### src/rtl/conv_layer_input_controller.sv
// Command sequencer for the conv layer input interface: one preload, then alternating
// shift/load commands per output row, with hold-off and a per-command ack watchdog.
//
// state   | meaning
// IDLE    | waiting for start
// ISS_PRE | issue preload command
// WT_PRE  | waiting for preload-finished ack
// ISS_SH  | issue shift command (stalls while hold)
// WT_SH   | waiting for shift-finished ack; reports the completed row
// ISS_LD  | issue row load command (stalls while hold)
// WT_LD   | waiting for load-finished ack
// FIN     | end of pass, pulse done
// ERR     | watchdog expired, parked until reset
module conv_layer_input_controller #(
    parameter int KERNEL_SIZE    = 3,
    parameter int IMAGE_SIZE     = 8,
    parameter int TIMEOUT_CYCLES = 64,
    parameter int CNT_WIDTH      = 8
) (
    input  logic                 clk,
    input  logic                 rst,
    input  logic                 start,
    input  logic                 hold,
    input  logic [1:0]           ack,
    output logic [1:0]           cmd,
    output logic                 enable,
    output logic                 busy,
    output logic                 row_valid,
    output logic [CNT_WIDTH-1:0] row_idx,
    output logic                 done,
    output logic                 error
);

    localparam int OUT_ROWS = IMAGE_SIZE - KERNEL_SIZE + 1;
    localparam logic [CNT_WIDTH-1:0] LAST_ROW = CNT_WIDTH'(OUT_ROWS - 1);
    localparam logic [CNT_WIDTH-1:0] WD_LAST  = CNT_WIDTH'(TIMEOUT_CYCLES - 1);

    localparam logic [1:0] CMD_IDLE    = 2'd0;
    localparam logic [1:0] CMD_PRELOAD = 2'd1;
    localparam logic [1:0] CMD_SHIFT   = 2'd2;
    localparam logic [1:0] CMD_LOAD    = 2'd3;

    typedef enum logic [3:0] {
        IDLE, ISS_PRE, WT_PRE, ISS_SH, WT_SH, ISS_LD, WT_LD, FIN, ERR
    } state_t;

    state_t               state;
    logic [CNT_WIDTH-1:0] row_cnt;
    logic [CNT_WIDTH-1:0] wd_cnt;
    logic [1:0]           exp_ack;
    logic                 ack_hit;
    logic                 wd_expired;

    always_comb begin
        exp_ack = CMD_IDLE;
        case (state)
            WT_PRE:  exp_ack = CMD_PRELOAD;
            WT_SH:   exp_ack = CMD_SHIFT;
            WT_LD:   exp_ack = CMD_LOAD;
            default: exp_ack = CMD_IDLE;
        endcase
    end

    // cmd is still non-idle only in the cycle the command is presented; acks then are ignored
    assign ack_hit    = (exp_ack != CMD_IDLE) && (ack == exp_ack) && (cmd == CMD_IDLE);
    assign wd_expired = (wd_cnt == WD_LAST);

    always_ff @(posedge clk) begin
        if (rst) begin
            state     <= IDLE;
            row_cnt   <= '0;
            wd_cnt    <= '0;
            cmd       <= CMD_IDLE;
            enable    <= 1'b0;
            busy      <= 1'b0;
            row_valid <= 1'b0;
            row_idx   <= '0;
            done      <= 1'b0;
            error     <= 1'b0;
        end else begin
            cmd       <= CMD_IDLE;
            row_valid <= 1'b0;
            done      <= 1'b0;
            case (state)
                IDLE: begin
                    enable <= 1'b0;
                    if (start) begin
                        state  <= ISS_PRE;
                        busy   <= 1'b1;
                        enable <= 1'b1;
                    end
                end
                ISS_PRE: begin
                    cmd    <= CMD_PRELOAD;
                    wd_cnt <= '0;
                    state  <= WT_PRE;
                end
                ISS_SH: begin
                    if (!hold) begin
                        cmd    <= CMD_SHIFT;
                        wd_cnt <= '0;
                        state  <= WT_SH;
                    end
                end
                ISS_LD: begin
                    if (!hold) begin
                        cmd    <= CMD_LOAD;
                        wd_cnt <= '0;
                        state  <= WT_LD;
                    end
                end
                WT_PRE, WT_SH, WT_LD: begin
                    if (ack_hit) begin
                        if (state == WT_SH) begin
                            row_valid <= 1'b1;
                            row_idx   <= row_cnt;
                            if (row_cnt == LAST_ROW) begin
                                state <= FIN;
                            end else begin
                                row_cnt <= row_cnt + 1'b1;
                                state   <= ISS_LD;
                            end
                        end else begin
                            state <= ISS_SH;
                        end
                    end else if (wd_expired) begin
                        state  <= ERR;
                        enable <= 1'b0;
                        busy   <= 1'b0;
                        error  <= 1'b1;
                    end else begin
                        wd_cnt <= wd_cnt + 1'b1;
                    end
                end
                FIN: begin
                    done    <= 1'b1;
                    busy    <= 1'b0;
                    row_cnt <= '0;
                    state   <= IDLE;
                end
                ERR: begin
                    enable <= 1'b0;
                    busy   <= 1'b0;
                    error  <= 1'b1;
                end
                default: state <= IDLE;
            endcase
        end
    end

endmodule

### config.mk
export PLATFORM = sky130hd
export DESIGN_NAME = conv_layer_input_controller
export DESIGN_NICKNAME = d
export VERILOG_FILES = /design/src/rtl/conv_layer_input_controller.sv
export SDC_FILE = /design/constraint.sdc
export NUM_CORES = 1
export LEC_CHECK = 0
export CORE_MARGIN = 3
export CORE_UTILIZATION = 30
export DETAILED_ROUTE_END_ITERATION = 6
export GPL_TIMING_DRIVEN = 0
export PLACE_DENSITY_LB_ADDON = 0.12
export SYNTH_ARGS = -nofsm -noshare
export SYNTH_HDL_FRONTEND = slang
export SYNTH_SLANG_ARGS = --single-unit
### constraint.sdc
create_clock -name clk -period 3.3 [get_ports clk]
set_input_delay 0.33 -clock clk [delete_from_list [all_inputs] [get_ports clk]]
set_output_delay 0.33 -clock clk [all_outputs]
set_load 0.02 [all_outputs]
### Routed metal per tile

Bar = 20 um. The die is cut into 17 by 17 equal tiles; dark blue is low, red is high, scaled to the fullest tile. Values are wire area over tile area, all layers added.
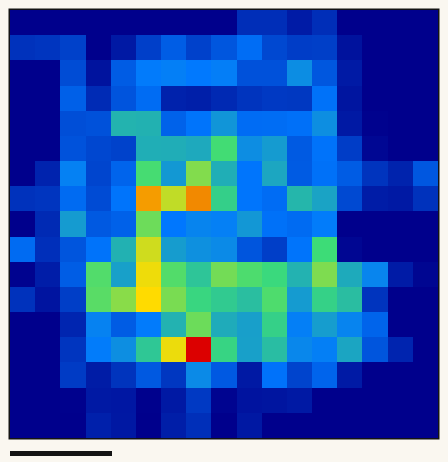
tiles over half the peak: 8.0%
nearly empty tiles: 29%
densest ninth of the die: center
Vias: 1620
GRT Total Usage: 13.4%
WL/cell: 14.3 um
Routed Wire Length: 4500 um

==> flow_summary.ini <==
; implementation run metrics
[worst_setup_path]
start_kind = flop
r2r_slack_ns = 1.02
worstPathArrival_ns = 2.46

[global_route]
grt_util_met3_pct = 3.26
first_global_vias = 1557
grt_pass1_wl_um = 7660
antenna_found_initial = 0
busiest_layer = met2
grt_use_met2_pct = 19.4

[cells_and_area]
lay_top_count = dfxtp_1
drive_gt1_share_pct = 7.44
instances_no_fill = 314
antenna_cells = 0

[yosys]
synth.area.mux_share_pct = 7.80
yosys_cells = 215
edf_count = 0
ys_area_um2 = 1810
ff_type = dfxtp_1
synth.avg_cell_area_um2 = 8.43
netlist_logic_family_top = simple AND/OR/NAND/NOR gates
async_reset_ff_share_pct = 0
syn_inst = 215
xor_share_pct = 1.93
syn_nets = 224
adder_share_pct = 2.07

[clocking]
cts_buffer_depth = 2
cts.repair.resized = 0
insertion_delay_ns = 0.29
htree_levels = 2
path_clk_slew_ns = 0.07
clock_sinks = 35
tritoncts = built

[timing]
fmax_mhz = 439
min_period_over_period_pct = 69.0
period_minus_slack_ns = 2.28
worst_slew_pin_slew_ns = 0.637
totalNegativeSetupSlack_ns = 0
timing.final.hold_violations = 0

[run]
warnings = 27
cap_violations = 0

[floorplan]
ios = 21
chipArea_um2 = 7010
fp.dieH_um = 83.7

[power]
leakagePower_uw = 0.000778

[placed_design]
gp_congestion = 0.783
portBuffers = 19
dp_hpwl_um = 3230

[outcome]
status = completed

[route]
first_pass_iters = 4
### Placed cells, one color a class

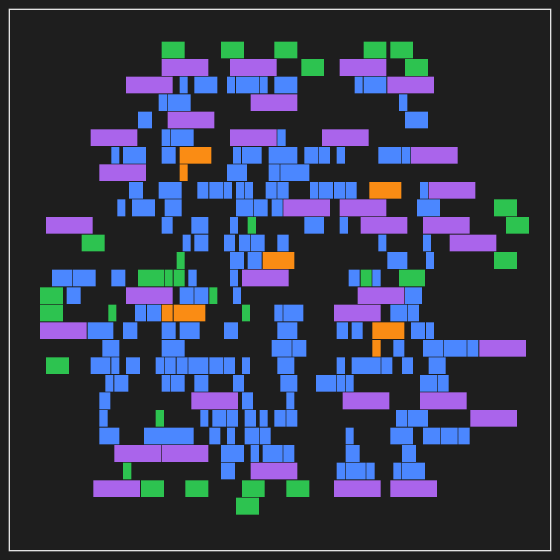
[orange] clock drivers and dummy loads | cells: 8 | share of their area: 3.9%
[purple] registers | cells: 35 | share of their area: 34%
[blue] remaining logic cells | cells: 168 | share of their area: 50%
[green] remaining buffers and delay cells | cells: 31 | share of their area: 12%
core area: 5680 um2
post-layout util: 38.3%
Post-Layout Inst Area: 2170 um2
# rows: 27

## report_power, final
part / switching [uW] / total [uW] / internal (uW)
combinational: 312 / 485 / 173
sequential: 21.8 / 479 / 457
clock: 158 / 306 / 148
## path summary, 6_finish.rpt
check	from	end	cells past startpoint
setup / recovery	wd_cnt[0]	state[2]	6
hold / removal	wd_cnt[7]	wd_cnt[7]	2
setup reg to reg	wd_cnt[0]	state[2]	6
hold reg to reg	wd_cnt[7]	wd_cnt[7]	2
## stage by stage
stage / setup WS, ns / power [uW]
after global placement: 0.901 / 966
after global routing: 0.893 / 1350
final: 1.02 / 1270
after CTS: 1.04 / 1280
after detailed placement: 0.886 / 969
after floorplan: 1.44 / 834
## cell usage after synthesis (all sizes together) (2+ instances only)
master  number  area (um2)
a31o         2        17.5
a21oi       16        80.1
nor4         2        27.5
nor3         5        25.0
nand3        9        45.0
a211oi       3        22.5
buf          4        32.5
a311oi       3        26.3
o31ai        3        22.5
and2         2        15.0
mux2i       13         130
nand2       24        90.1
or2          2        12.5
nor2        21        78.8
or3          2        12.5
dfxtp       35         701
nand2b       7        43.8
xor2         3        26.3
a31oi        6        37.5
clkbuf       8        30.0
nand4        3        18.8
inv          3        11.3
nor2b        8        50.1
ha           3        37.5
or4          2        15.0
o21ai        7        35.0
## critical path, cell delays in order, from the launching register on
cell      delay [ns]
dfxtp_1         0.38
ha_1            0.27
nor4bb_1        0.59
and2_1          0.26
a211oi_1        0.10
nor2b_1         0.21
mux2_2          0.35
## kinds of logic (layout without fill, tap and decap cells)
kind of cell,Yosys count,in the layout
AOI/OAI and AO/OA,49,49
adders and majority gates,3,3
DFF,35,35
and+or+nand+nor,95,95
buffers and inverters,15,42
muxes,14,14
xor gates and xnor gates,4,4
## flip-flops by register name, summed over array words and instances (netlist names)
| name | count |
|---|---|
| row_cnt | 8 |
| row_idx | 8 |
| wd_cnt | 8 |
| state | 4 |
| cmd | 2 |
| busy | 1 |
| done | 1 |
| enable | 1 |
| error | 1 |
| row_valid | 1 |
## routing by layer
| layer | up-vias | wire length (um) |
|---|---|---|
| li1 | 833 | - |
| met1 | 757 | 2410 |
| met2 | 23 | 1860 |
| met3 | 7 | 160 |
| met4 | 0 | 61 |
| met5 | - | 0 |
## final cells by class
| type | count | area, um2 |
|---|---|---|
| inverter | 3 | 11.3 |
| multi-input combinational | 165 | 1040 |
| timing repair buffer | 19 | 190 |
| fill | 623 | 3500 |
| clock inverter | 1 | 5.00 |
| clock buffer | 7 | 76.3 |
| sequential | 35 | 701 |
| buffer | 12 | 62.6 |
| tap | 72 | 90.1 |
No activity file was given, so power comes from the tool's default toggle rates.
